## src/rtl/cronometro_ctrl.sv

```systemverilog
// -----------------------------------------------------------------------------
// cronometro_ctrl
// Stopwatch sequencing controller. It synchronizes three debounced push-button
// levels and turns each press into a single action. It divides CLK down to a
// 1/100 s tick and keeps the elapsed time in the encoding the 7-segment decoder
// expects.
//
// Parameters
//   TICK_DIV   CLK cycles per 1/100 s tick (>= 2)
// Ports
//   CLK        system clock, rising edge
//   RSTN       asynchronous active-low reset
//   START_STOP start/stop button level, active-high
//   ZERA       clear button level, active-high
//   VOLTA      lap button level, active-high
//   SEG        seconds*100 + hundredths (0..5999), registered
//   MINU       minutes (0..59), registered
//   H          hours (0..23), registered
//   RUN        high in RUN and LAP
//   HOLD       high in LAP (display frozen)
//
// Build option: define LAP_ROUTE_EN to enable the LAP state. Without it, VOLTA
// is ignored, HOLD is tied low and the outputs always follow the live counts.
//
// state | meaning
// IDLE  | counts zero, waiting for start
// RUN   | counting, outputs live
// PAUSE | counting halted, prescaler phase held
// LAP   | counting, outputs frozen at lap value
// -----------------------------------------------------------------------------
module cronometro_ctrl #(
    parameter int TICK_DIV = 500000
) (
    input  logic        CLK,
    input  logic        RSTN,
    input  logic        START_STOP,
    input  logic        ZERA,
    input  logic        VOLTA,
    output logic [12:0] SEG,
    output logic [6:0]  MINU,
    output logic [5:0]  H,
    output logic        RUN,
    output logic        HOLD
);

    localparam int PC_W = $clog2(TICK_DIV);
    localparam logic [PC_W-1:0] PC_LAST = PC_W'(TICK_DIV - 1);

`ifdef LAP_ROUTE_EN
    localparam int BTN_N = 3;
`else
    localparam int BTN_N = 2;
`endif

    typedef enum logic [1:0] {ST_IDLE, ST_RUN, ST_PAUSE, ST_LAP} state_t;

    state_t           state_q, state_d;
    logic [BTN_N-1:0] btn_in, s1_q, s2_q, prev_q, btn_edge;
    logic [PC_W-1:0]  pc_q, pc_d;
    logic [12:0]      cs_q, cs_d, seg_q, seg_d;
    logic [6:0]       mm_q, mm_d, minu_q, minu_d;
    logic [5:0]       hh_q, hh_d, h_q, h_d;
    logic             run_q, run_d, hold_q, hold_d;
    logic             running, tick, clear;

`ifdef LAP_ROUTE_EN
    assign btn_in = {VOLTA, ZERA, START_STOP};
`else
    logic unused_volta;
    assign unused_volta = VOLTA;
    assign btn_in = {ZERA, START_STOP};
`endif

    // A button held through reset is seen as already high, so it acts only
    // after it has been released and pressed again.
    assign btn_edge = s2_q & ~prev_q;

    always_comb begin
        state_d = state_q;
        clear   = 1'b0;
        case (state_q)
            ST_IDLE:  if (btn_edge[0]) state_d = ST_RUN;
            ST_RUN: begin
                if (btn_edge[0]) state_d = ST_PAUSE;
`ifdef LAP_ROUTE_EN
                else if (btn_edge[2]) state_d = ST_LAP;
`endif
            end
            ST_PAUSE: begin
                if (btn_edge[0]) state_d = ST_RUN;
                else if (btn_edge[1]) begin
                    state_d = ST_IDLE;
                    clear   = 1'b1;
                end
            end
`ifdef LAP_ROUTE_EN
            ST_LAP: begin
                if (btn_edge[0]) state_d = ST_PAUSE;
                else if (btn_edge[2]) state_d = ST_RUN;
            end
`endif
            default: state_d = ST_IDLE;
        endcase
    end

    // The prescaler is held, not cleared, in PAUSE so that resuming keeps the
    // sub-tick phase.
    assign running = (state_q == ST_RUN) || (state_q == ST_LAP);
    assign tick    = running && (pc_q == PC_LAST);

    always_comb begin
        pc_d = pc_q;
        cs_d = cs_q;
        mm_d = mm_q;
        hh_d = hh_q;
        if (clear) begin
            pc_d = '0;
            cs_d = '0;
            mm_d = '0;
            hh_d = '0;
        end else if (running) begin
            pc_d = tick ? '0 : pc_q + 1'b1;
            if (tick) begin
                if (cs_q == 13'd5999) begin
                    cs_d = '0;
                    if (mm_q == 7'd59) begin
                        mm_d = '0;
                        hh_d = (hh_q == 6'd23) ? '0 : hh_q + 1'b1;
                    end else begin
                        mm_d = mm_q + 1'b1;
                    end
                end else begin
                    cs_d = cs_q + 1'b1;
                end
            end
        end
    end

    // The output registers double as the lap snapshot. When LAP is entered
    // they load the pre-tick counts, so a tick on that edge only reaches the
    // live counters.
    always_comb begin
        seg_d  = cs_d;
        minu_d = mm_d;
        h_d    = hh_d;
        run_d  = (state_d == ST_RUN) || (state_d == ST_LAP);
        hold_d = 1'b0;
`ifdef LAP_ROUTE_EN
        if (state_d == ST_LAP) begin
            hold_d = 1'b1;
            if (state_q != ST_LAP) begin
                seg_d  = cs_q;
                minu_d = mm_q;
                h_d    = hh_q;
            end else begin
                seg_d  = seg_q;
                minu_d = minu_q;
                h_d    = h_q;
            end
        end
`endif
    end

    always_ff @(posedge CLK or negedge RSTN) begin
        if (!RSTN) begin
            state_q <= ST_IDLE;
            s1_q    <= '1;
            s2_q    <= '1;
            prev_q  <= '1;
            pc_q    <= '0;
            cs_q    <= '0;
            mm_q    <= '0;
            hh_q    <= '0;
            seg_q   <= '0;
            minu_q  <= '0;
            h_q     <= '0;
            run_q   <= 1'b0;
            hold_q  <= 1'b0;
        end else begin
            state_q <= state_d;
            s1_q    <= btn_in;
            s2_q    <= s1_q;
            prev_q  <= s2_q;
            pc_q    <= pc_d;
            cs_q    <= cs_d;
            mm_q    <= mm_d;
            hh_q    <= hh_d;
            seg_q   <= seg_d;
            minu_q  <= minu_d;
            h_q     <= h_d;
            run_q   <= run_d;
            hold_q  <= hold_d;
        end
    end

    assign SEG  = seg_q;
    assign MINU = minu_q;
    assign H    = h_q;
    assign RUN  = run_q;
    assign HOLD = hold_q;

endmodule
```

## config.mk

```make
export PLATFORM = sky130hd
export DESIGN_NAME = cronometro_ctrl
export DESIGN_NICKNAME = d
export VERILOG_FILES = /design/src/rtl/cronometro_ctrl.sv
export SDC_FILE = /design/constraint.sdc
export NUM_CORES = 1
export LEC_CHECK = 0
export CAP_MARGIN = 20
export CORE_MARGIN = 2
export CORE_UTILIZATION = 35
export DETAILED_ROUTE_END_ITERATION = 16
export GPL_ROUTABILITY_DRIVEN = 0
export PLACE_DENSITY = 0.61
export SLEW_MARGIN = 30
export SYNTH_ARGS = -nofsm -noshare
export SYNTH_HDL_FRONTEND = slang
export SYNTH_SLANG_ARGS = --single-unit
```

## constraint.sdc

```tcl
create_clock -name CLK -period 3.3 [get_ports CLK]
set_input_delay 0.33 -clock CLK [delete_from_list [all_inputs] [get_ports CLK]]
set_output_delay 0.33 -clock CLK [all_outputs]
set_load 0.1 [all_outputs]
```

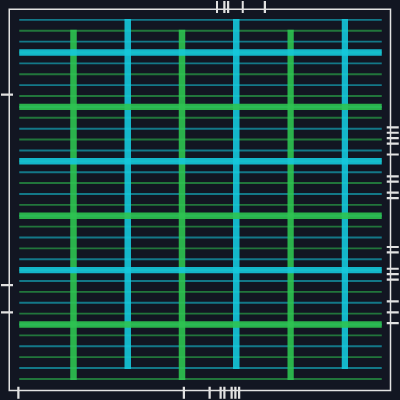
(run_1/power_grid.png)
(4 px per um) Pins as bars on the die edge.
Green is VSS. Cyan is VDD.
6 straps on met5. The core has 33 rows.
core area: 8134 sq um
DIE HEIGHT: 94.95 um

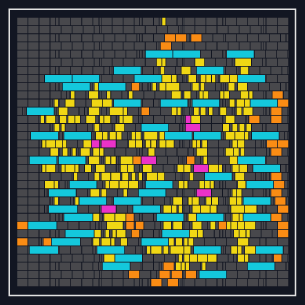
(run_1/placement_by_type.png)
(3 px per um) Fill, decap, tap and diode cells in grey.
Cyan is sequential cells, cells 54, share of their area 41%. Orange is remaining buffers and delay cells, cells 40, share of their area 11%. Yellow is combinational and other logic, cells 233, share of their area 45%. Magenta is clock drivers and dummy loads, cells 8, share of their area 2.9%.
# rows: 33
Final Cell Area: 3431 sq um
fin util: 42.18%

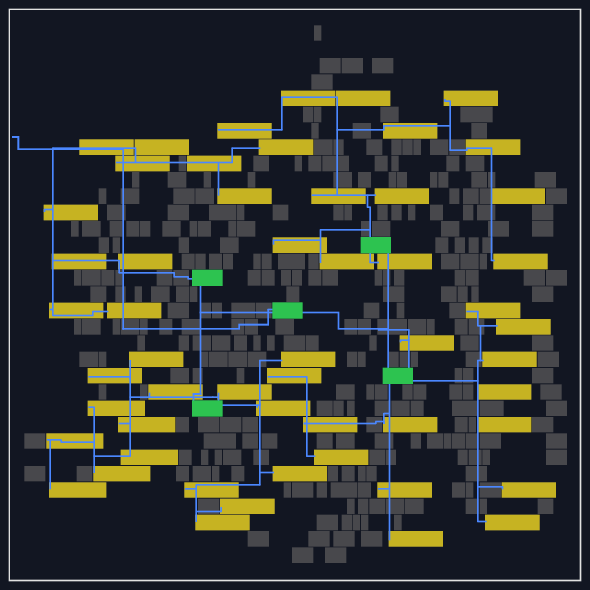
(run_1/clk_routes.png)
(6 px per um)
Green is clock drivers, count 5. Blue is clock wires, length 708 um. Yellow is flip-flops, count 54.
Position of the flops: spread over the die.

==> run summary, run 1 <==
status: completed
data required time of the worst path: 3.50 ns
yosys warns: 0
Post-Syn Instances: 298
largest net degree at the start of global routing: 50
worst path bufs/invs: 0
Clk pwr share: 27.0%
DR vias/cell: 5.414
r2r setup slk: 0.76 ns
Area Growth Syn to Fin: 18.50%
CTS Hold Bufs: 0
XOR Share, Synth: 5.445%
relative slew slack: 34.84%
number of global-route vias before repair: 2400
1st-iter DRT viols: 101
ANT nets after route: 0
Layout Nets: 343
Switch Pwr: 467.6 uW
layout cells sized above 1: 10.75%
mux frac, synth: 1.772%
htree depth: 2
GRT Util Overall: 15.87%
Commonest Layout Cell: dfrtp_1
Top Consumer: sequential cells
count of unique library cells instantiated by Yosys: 54
Power Dens Cells: 424.2 nW/um^2
Crit. path cell count: 5
type of the tightest min-delay check: input pin to async pin
Synth Flop Type: dfrtp_1
chip width: 94.95 um
CP Cell Sequence: or4b_1, or3_4, or2_1, a2111oi_0, a21oi_1
total combinational power: 294 uW
WL final: 6444 um
RSZ-0062 raised after global routing: no
CP Class: flop to flop
Sw Ratio: 32.13%
FF+latch area: 1359 sq um
Pleak: 0.001399 uW
fin crit share: 76.97%
fillers: 787
CP arrival: 2.74 ns
Worst-path clk slew: 0.10 ns
endpoints failing setup: 0
fp util: 35.59%
final period demand of the worst path: 2.540 ns
P_int: 987.9 uW
yosys simple share: 27.53%
IO Port Bufs: 30
CP Max Fanout: 19
Max-area cell share: 41.49%
Area after DPL: 3336 sq um
TritonCTS Sinks: 54
Die Size: 9016 sq um
Clock Latency Late Sink: 0.31 ns
root buffer cell: clkbuf_8
Fin Setup TNS: 0 ns
most frequent cells in the layout: 48 x dfrtp_1, 31 x nor2_1, 29 x clkdlybuf4s50_1, 24 x nand3_1, 21 x nand2_1
combinational share of power: 20.2%
Seq pwr share: 52.9%
Top non-seq family: simple AND/OR/NAND/NOR gates
Overflow after GRT: 0
DP HPWL: 4418 um
Clock Path Buffers: 2
R2R depth: 5
Least-Margin Pin Slew: 0.9744 ns
number of diodes: 0
WL/cell: 14.65 um
VDD IR max: 0.1711 mV
flops out of synthesis: 54
global-route wire length before repair: 11430 um
initial antenna violation count: 0
Max Fclk: 393.7 MHz
synth top area cells: dfrtp_1 41%, dfstp_2 5.4%, xnor2_1 4.8%
Worst path slowest cell: or4b_1
Synth Seq Share: 46.93%
Worst R2R Start: pc_q[11]$_DFFE_PN0P_
PostCTS Resize Cnt: 0
R2R Path End: H[0]$_DFFE_PN0P_
max-cap violations: 0
Async S/R FF share, synth: 100.0%
count of library flops with an enable pin: 0
Syn Std Cell Area: 2895 sq um
Ports: 33
Synth Area in Compound Gates: 12.96%
cell type with the largest total area after synthesis: dfrtp_1
fin cells: 440
fin. max-slew vios: 0
Worst setup endpoint: H[0]$_DFFE_PN0P_
family with the most delay on the worst path: simple AND/OR/NAND/NOR gates
clock distribution power: 393 uW
seq pwr: 769 uW
via count: 2382
Gate Area: 1435 sq um
TritonCTS Buffers: 5
Synthesized Nets: 307
Synth Area in Adders: 1.729%
final hold viol count: 0
CP Launch Point: pc_q[11]$_DFFE_PN0P_
tool warnings: 27
yosys cell count: 298
Avg Inst Size Synth: 9.716 sq um
Setup crit start kind: flop
run 1: registers in the layout (all words and copies together), names as in the netlist:
| name | count |
|---|---|
| SEG | 13 |
| MINU | 7 |
| s1_q | 2 |
| s2_q | 2 |
| pc_q | 19 |
| RUN | 1 |
| state_q | 2 |
| H | 6 |
| prev_q | 2 |
run 1: per-stage QoR:
step	util [%]	setup WS, ns	hold slack [ns]	power (uW)
4_1_cts	42.18	0.7346	0.05714	1476
3_5_place_dp	41.01	0.7582	0.3472	1078
6_report	42.18	0.7599	0.01589	1456
5_1_grt	42.18	0.5705	0.06661	1538
3_3_place_gp	40.98	0.7988	0.3454	1070
2_1_floorplan	-	0.5973	0.03441	980.8
run 1: cell type report:
cell class              instances  area share [%]
well taps                     105           3.829
multi-input cells             223           41.83
repair buffers                 40           10.87
clock buffers                   6           2.407
flip-flops and latches         54           39.61
clock inverters                 2          0.3647
inverters                      10           1.094
run 1: per-layer routing:
layer,GRT usage (%),vias up,part of all wire [%]
met2,26.95,31,50
met3,2.953,8,2.7
met5,0,-,0
met1,20.50,1171,46
met4,4.831,0,1.1
li1,-,1172,-
run 1: cells in the mapped netlist, drive strengths merged, types with 4 or more instances:
| library cell | number |
|---|---|
| a2111oi | 4 |
| a21o | 4 |
| a21oi | 4 |
| a22o | 4 |
| and3 | 9 |
| buf | 4 |
| clkbuf | 7 |
| dfrtp | 48 |
| dfstp | 6 |
| ha | 4 |
| inv | 10 |
| mux2i | 4 |
| nand2 | 21 |
| nand3 | 24 |
| nand4 | 8 |
| nor2 | 31 |
| nor2b | 4 |
| nor3 | 8 |
| nor4 | 15 |
| o211ai | 4 |
| o21ai | 11 |
| or4b | 4 |
| xnor2 | 16 |
==> run 2, diff against run 1 <==
- clock period: 3.3 -> 2.6 ns (I/O delays scaled with it)
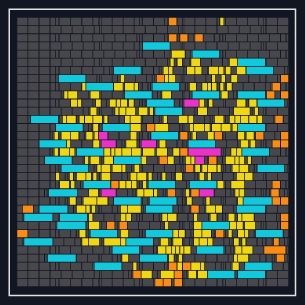
(run_2/placement_by_type.png)
(3 px per um) Fill, decap, tap and diode cells in grey.
Magenta is clock drivers and dummy loads, cells 8, share of their area 3.5%. Orange is remaining buffers and delay cells, cells 46, share of their area 11%. Yellow is combinational and other logic, cells 233, share of their area 45%. Cyan is sequential cells, cells 54, share of their area 41%.

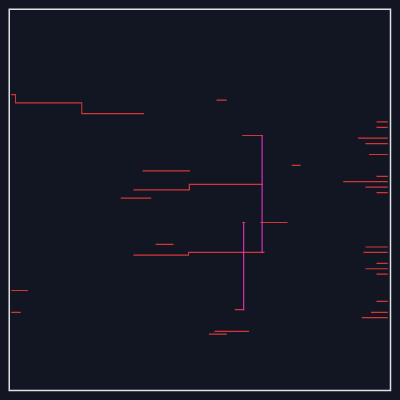
(run_2/wires.png)
(4 px per um) Only two layers are drawn.
Red is metal 3, wire length 240 um. Magenta is metal 4, wire length 51.0 um.

==> run 2 against run 1 <==
The flow now finishes with violations (hold timing). Synthesized cell count did not move. Register-to-register slack worse by 0.54 ns. Global-route usage grew 0.37 points. Sequential power is 28% higher. Clock skew fell by 0.0052 ns. Non-clock buffer count up 6. Power grew 33%. Largest power group unchanged.
==> run summary, run 2 <==
status: finished with violations
failing checks: hold timing
synth top area cells: dfrtp_1 41%, dfstp_2 5.4%, xnor2_1 4.8%
core area: 8134 sq um (unchanged)
tool warnings: 27 (unchanged)
seq pwr: 986 uW (+28%)
number of global-route vias before repair: 2339 (-2.5%)
Biggest Area Class: multi-input combinational cells
n_taps: 105 (unchanged)
final hold viol count: 5 (+5)
P_int: 1326 uW (+34%)
cell type with the largest total area after synthesis: dfrtp_1
most frequent cell after synthesis: dfrtp_1
most frequent cells after synthesis: 48 x dfrtp_1, 31 x nor2_1, 24 x nand3_1
Max Fclk: 419.7 MHz (+6.6%)
Clock Latency Late Sink: 0.32 ns (about the same)
Die Size: 9016 sq um (unchanged)
data required time of the worst path: 2.87 ns (-0.63 ns)
Commonest Layout Cell: dfrtp_1
Worst path slowest cell: or4b_1
Async S/R FF share, synth: 100.0% (unchanged)
multi-input gates: 223 (unchanged)
max-cap violations: 0 (unchanged)
TritonCTS Buffers: 5 (unchanged)
Synth Seq Share: 46.93% (unchanged)
Synth Flop Type: dfrtp_1
PostCTS Resize Cnt: 0 (unchanged)
fp util: 35.59% (unchanged)
fin util: 42.39% (+0.22 points)
hold_ws: -0.006880 ns (-0.02277 ns)
TritonCTS Sinks: 54 (unchanged)
Area Growth Syn to Fin: 19.10%
ClkCell Share: 3.374% (+0.60 points)
Fin Setup TNS: 0 ns (unchanged)
1st-iter DRT viols: 107 (+5.9%)
fin. max-slew vios: 0 (unchanged)
yosys warns: 0 (unchanged)
Top Consumer: sequential cells
GRT Util Overall: 16.23% (+0.37 points)
fin crit share: 91.65% (+15 points)
chip width: 94.95 um (unchanged)
Ports: 33 (unchanged)
layout cells sized above 1: 21.11% (+10 points)
CP arrival: 2.65 ns (-0.09 ns)
count of unique library cells instantiated by Yosys: 54 (unchanged)
Clock Path Buffers: 2 (unchanged)
worst path bufs/invs: 1 (+1)
Syn Std Cell Area: 2895 sq um (unchanged)
DP HPWL: 4683 um (+6.0%)
Sw Ratio: 31.49% (-0.64 points)
layout buffering overhead excluding clock cells: 10.45% (-0.42 points)
DR vias/cell: 5.482 (+1.3%)
largest net degree at the start of global routing: 31 (-38%)
DIE HEIGHT: 94.95 um (unchanged)
CTS Hold Bufs: 0 (unchanged)
Area after DPL: 3332 sq um (-0.11%)
most frequent cells in the layout: 46 x dfrtp_1, 42 x buf_4, 31 x nor2_1, 24 x nand3_1, 21 x nand2_1
number of diodes: 0 (unchanged)
ANT nets after route: 0 (unchanged)
root buffer cell: clkbuf_8
run 2: through the flow:
stage / power [uW] / cells
CTS: 1966 / 446
floorplan: 1245 / 298
finish: 1936 / 446
detailed placement: 1362 / 438
global placement: 1346 / 438
global route: 2049 / 446
run 2: worst paths after layout:
path,start,to,slack [ns],depth (start not counted)
hold reg to reg,s1_q[0]$_DFF_PN1_,s2_q[0]$_DFF_PN1_,0.36,0
max in group asynchronous,RSTN,prev_q[1]$_DFF_PN1_,1.94,2
hold / removal,RSTN,MINU[3]$_DFFE_PN0P_,-0.007,1
min in group CLK,ZERA,s1_q[1]$_DFF_PN1_,0.33,1
setup reg to reg,pc_q[11]$_DFFE_PN0P_,SEG[11]$_DFFE_PN0P_,0.22,6
setup / recovery,pc_q[11]$_DFFE_PN0P_,SEG[11]$_DFFE_PN0P_,0.22,6
run 2: worst register-to-register path, delay by kind of cell (launching register included):
| family | cells | cell delay [ns] |
|---|---|---|
| compound gates | 2 | 0.48 |
| buf+inv | 1 | 0.21 |
| flops | 1 | 0.44 |
| simple gates | 3 | 1.21 |
run 2: layer usage:
metal / part of all wire, % / track usage (%) / vias to the layer above
li1: - / - / 1186
met1: 47 / 21.89 / 1208
met2: 48 / 26.83 / 46
met3: 3.6 / 2.873 / 5
met4: 0.77 / 4.469 / 0
met5: 0 / 0 / -
run 2: logic make-up (layout without fill, tap and decap cells):
kind of cell	Yosys count	in the layout	share of synthesized area [%]
and+or+nand+nor	145	145	27.53
DFF	54	54	46.93
AOI/OAI and AO/OA	50	50	12.97
buffers and inverters	21	64	3.501
xor gates and xnor gates	18	18	5.445
muxes	5	5	1.772
adders and majority gates	4	4	1.729
other	1	1	0.1295
==> run_2/clk_routes.png <==
(6 px per um)
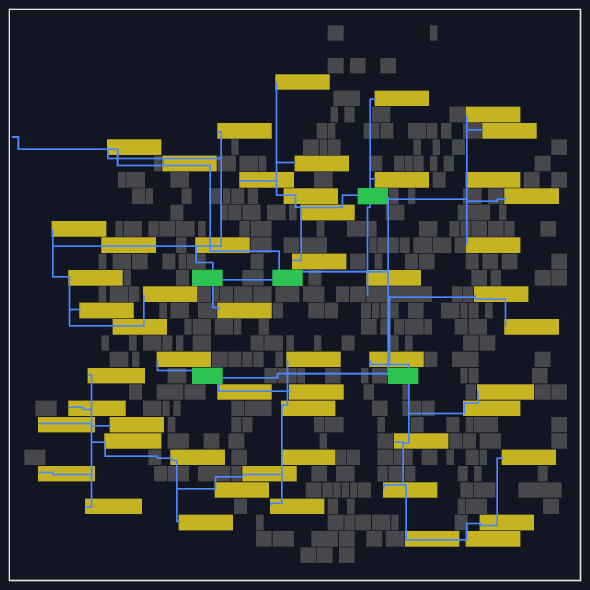

==> run 3, diff against run 2 <==
- CORE_UTILIZATION: 35 -> 40
- PLACE_DENSITY: 0.61 -> 0.67
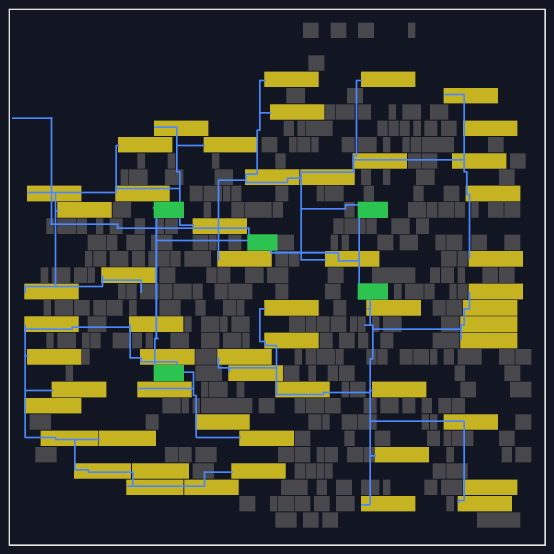
(run_3/clk_routes.png)
(6 px per um)
Clock Latency Late Sink: 0.31 ns
clock skew: 0.01467 ns
clock distribution power: 478 uW
Clk pwr share: 26.1%

==> run 3 against run 2 <==
The flow now finishes without violations. Flip-flop count stayed put. Non-clock buffer count is 1 higher. Clock power is about 20% lower. Critical path depth stayed put. Core utilization is 5.8 points higher. Combinational power is 5% higher.
==> run summary, run 3 <==
Die Size: 7934 sq um (-12%)
hold_ws: 0.3480 ns (+0.3549 ns)
global-route wire length before repair: 11170 um
endpoints failing setup: 0
TritonCTS Sinks: 54 (unchanged)
DRT Pass-1 Iters: 4
fp util: 40.57% (+5.0 points)
Max Fclk: 415.7 MHz (-0.94%)
Area after DPL: 3337 sq um (+0.15%)
final hold viol count: 0 (-5)
Worst path slowest cell: or4b_1
final worst slack: 0.1946 ns
CTS tree: yes
synth top area cells: dfrtp_1 41%, dfstp_2 5.4%, xnor2_1 4.8%
Total Power: 1828 uW (-5.6%)
Synthesized Nets: 307
status: completed
Worst setup endpoint: SEG[11]$_DFFE_PN0P_
final period demand of the worst path: 2.405 ns
Worst R2R Start: pc_q[11]$_DFFE_PN0P_
Area Growth Syn to Fin: 18.88%
core area: 7137 sq um (-12%)
DIE HEIGHT: 89.08 um (-6.2%)
Most Crowded Layer GR: met2
GR Layer Usage met1: 23.26% (+1.4 points)
GR Layer Usage met2: 29.72% (+2.9 points)
fin. max-slew vios: 0 (unchanged)
layout cells sized above 1: 20.76% (-0.35 points)
number of diodes: 0 (unchanged)
data required time of the worst path: 2.86 ns (about the same)
CP Max Fanout: 14
Overflow after GRT: 0
CP Launch Point: pc_q[11]$_DFFE_PN0P_
max-cap violations: 0 (unchanged)
r2r setup slk: 0.19 ns (-0.02 ns)
Crit. path cell count: 6 (unchanged)
Pleak: 0.001498 uW
CP Class: flop to flop
tool warnings: 27 (unchanged)
DRC Markers: 0
R2R Path End: SEG[11]$_DFFE_PN0P_
Least-Margin Pin Slew: 0.7650 ns
IO Port Bufs: 30
ANT nets after route: 0 (unchanged)
Commonest Layout Cell: dfrtp_1
CP arrival: 2.66 ns (about the same)
fin crit share: 92.52% (+0.87 points)
most frequent cells in the layout: 46 x dfrtp_1, 41 x buf_4, 31 x nor2_1, 24 x nand3_1, 21 x nand2_1
Chip Area, Yosys: 2895 sq um
Max-area cell share: 41.49%
chip width: 89.08 um (-6.2%)
root buffer cell: clkbuf_8
Avg Inst Size Synth: 9.716 sq um
worst path bufs/invs: 1 (unchanged)
VDD IR max: 0.2745 mV
count of library flops with an enable pin: 0
Ports: 33 (unchanged)
largest net degree at the start of global routing: 31 (unchanged)
TritonCTS Buffers: 5 (unchanged)
fin util: 48.23% (+5.8 points)
Syn Std Cell Area: 2895 sq um (unchanged)
Clock Path Buffers: 2 (unchanged)
cell type with the largest total area after synthesis: dfrtp_1
post-CTS setup buffer count: 0
Setup crit start kind: flop
fin cells: 441 (-1.1%)
R2R depth: 6 (unchanged)
number of global-route vias before repair: 2385 (+2.0%)
most frequent cells after synthesis: 48 x dfrtp_1, 31 x nor2_1, 24 x nand3_1
Layout Nets: 350
Fin Setup TNS: 0 ns (unchanged)
htree depth: 2
1st-iter DRT viols: 93 (-13%)
Synth Seq Share: 46.93% (unchanged)
Post-Place Cells: 432 (-1.4%)
Async S/R FF share, synth: 100.0% (unchanged)
met3 usage: 3.139% (+0.27 points)
yosys warns: 0 (unchanged)
count of unique library cells instantiated by Yosys: 54 (unchanged)
DR vias/cell: 5.526 (+0.80%)
Synth Flop Type: dfrtp_1
most frequent cell after synthesis: dfrtp_1
DP HPWL: 4583 um (-2.1%)
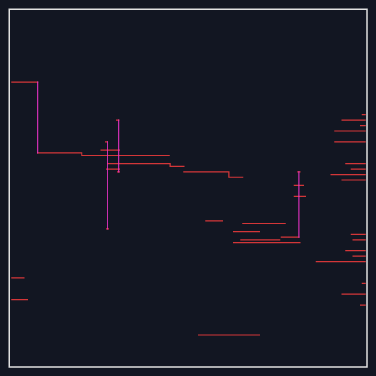
(run_3/wires.png)
(4 px per um) Only two layers are drawn.
Red is metal 3, wire length 243 um. Magenta is metal 4, wire length 68.7 um.
WL/cell: 14.81 um
via count: 2437
GRT Util Overall: 17.69%
WL final: 6531 um

[run 3: cell families (layout without fill, tap and decap cells)]
family / count (synthesis) / after routing / share of synthesized area, %
xor+xnor: 18 / 18 / 5.445
other cells: 1 / 1 / 0.1295
buf+inv: 21 / 65 / 3.501
simple gates: 145 / 145 / 27.53
flops: 54 / 54 / 46.93
fa+ha+maj: 4 / 4 / 1.729
mux: 5 / 5 / 1.772
compound gates: 50 / 50 / 12.97
[run 3: layout make-up]
| class | count | area, sq um |
|---|---|---|
| timing repair buffer | 47 | 382.9 |
| fill | 704 | 3695 |
| clock inverter | 2 | 13.76 |
| sequential | 54 | 1361 |
| tap | 99 | 123.9 |
| clock buffer | 6 | 72.57 |
| inverter | 10 | 37.54 |
| multi-input combinational | 223 | 1450 |
[run 3: timing repair]
action | in CTS | in global routing
endpoints found under the setup margin | 0 | 1
hold buffers | 1 | 0
gates resized | 0 | 1
hold endpoints to repair | 24 | 0
[run 3: report_power, final]
part / internal [uW] / switching, uW / total [uW]
Sequential: 907 / 73.0 / 980
Clock: 193 / 285 / 478
Combinational: 130 / 241 / 371
Total: 1230 / 599 / 1830
[run 3: worst min-delay path by stage]
stage                           from                   to  depth (start not counted)
final                     START_STOP    s1_q[0]$_DFF_PN1_                          1
after global routing      START_STOP    s1_q[0]$_DFF_PN1_                          1
after CTS                 START_STOP    s1_q[0]$_DFF_PN1_                          1
after detailed placement        RSTN  MINU[2]$_DFFE_PN0P_                          1
after global placement          RSTN  SEG[10]$_DFFE_PN0P_                          1
after floorplan                 RSTN     H[0]$_DFFE_PN0P_                          0
[run 3: per-layer routing]
layer	wire, um	vias to the layer above
met3	243	9
met2	3137	49
met1	3082	1194
met4	68	0
met5	0	-
li1	-	1185
Power and IR drop assume default switching activity.
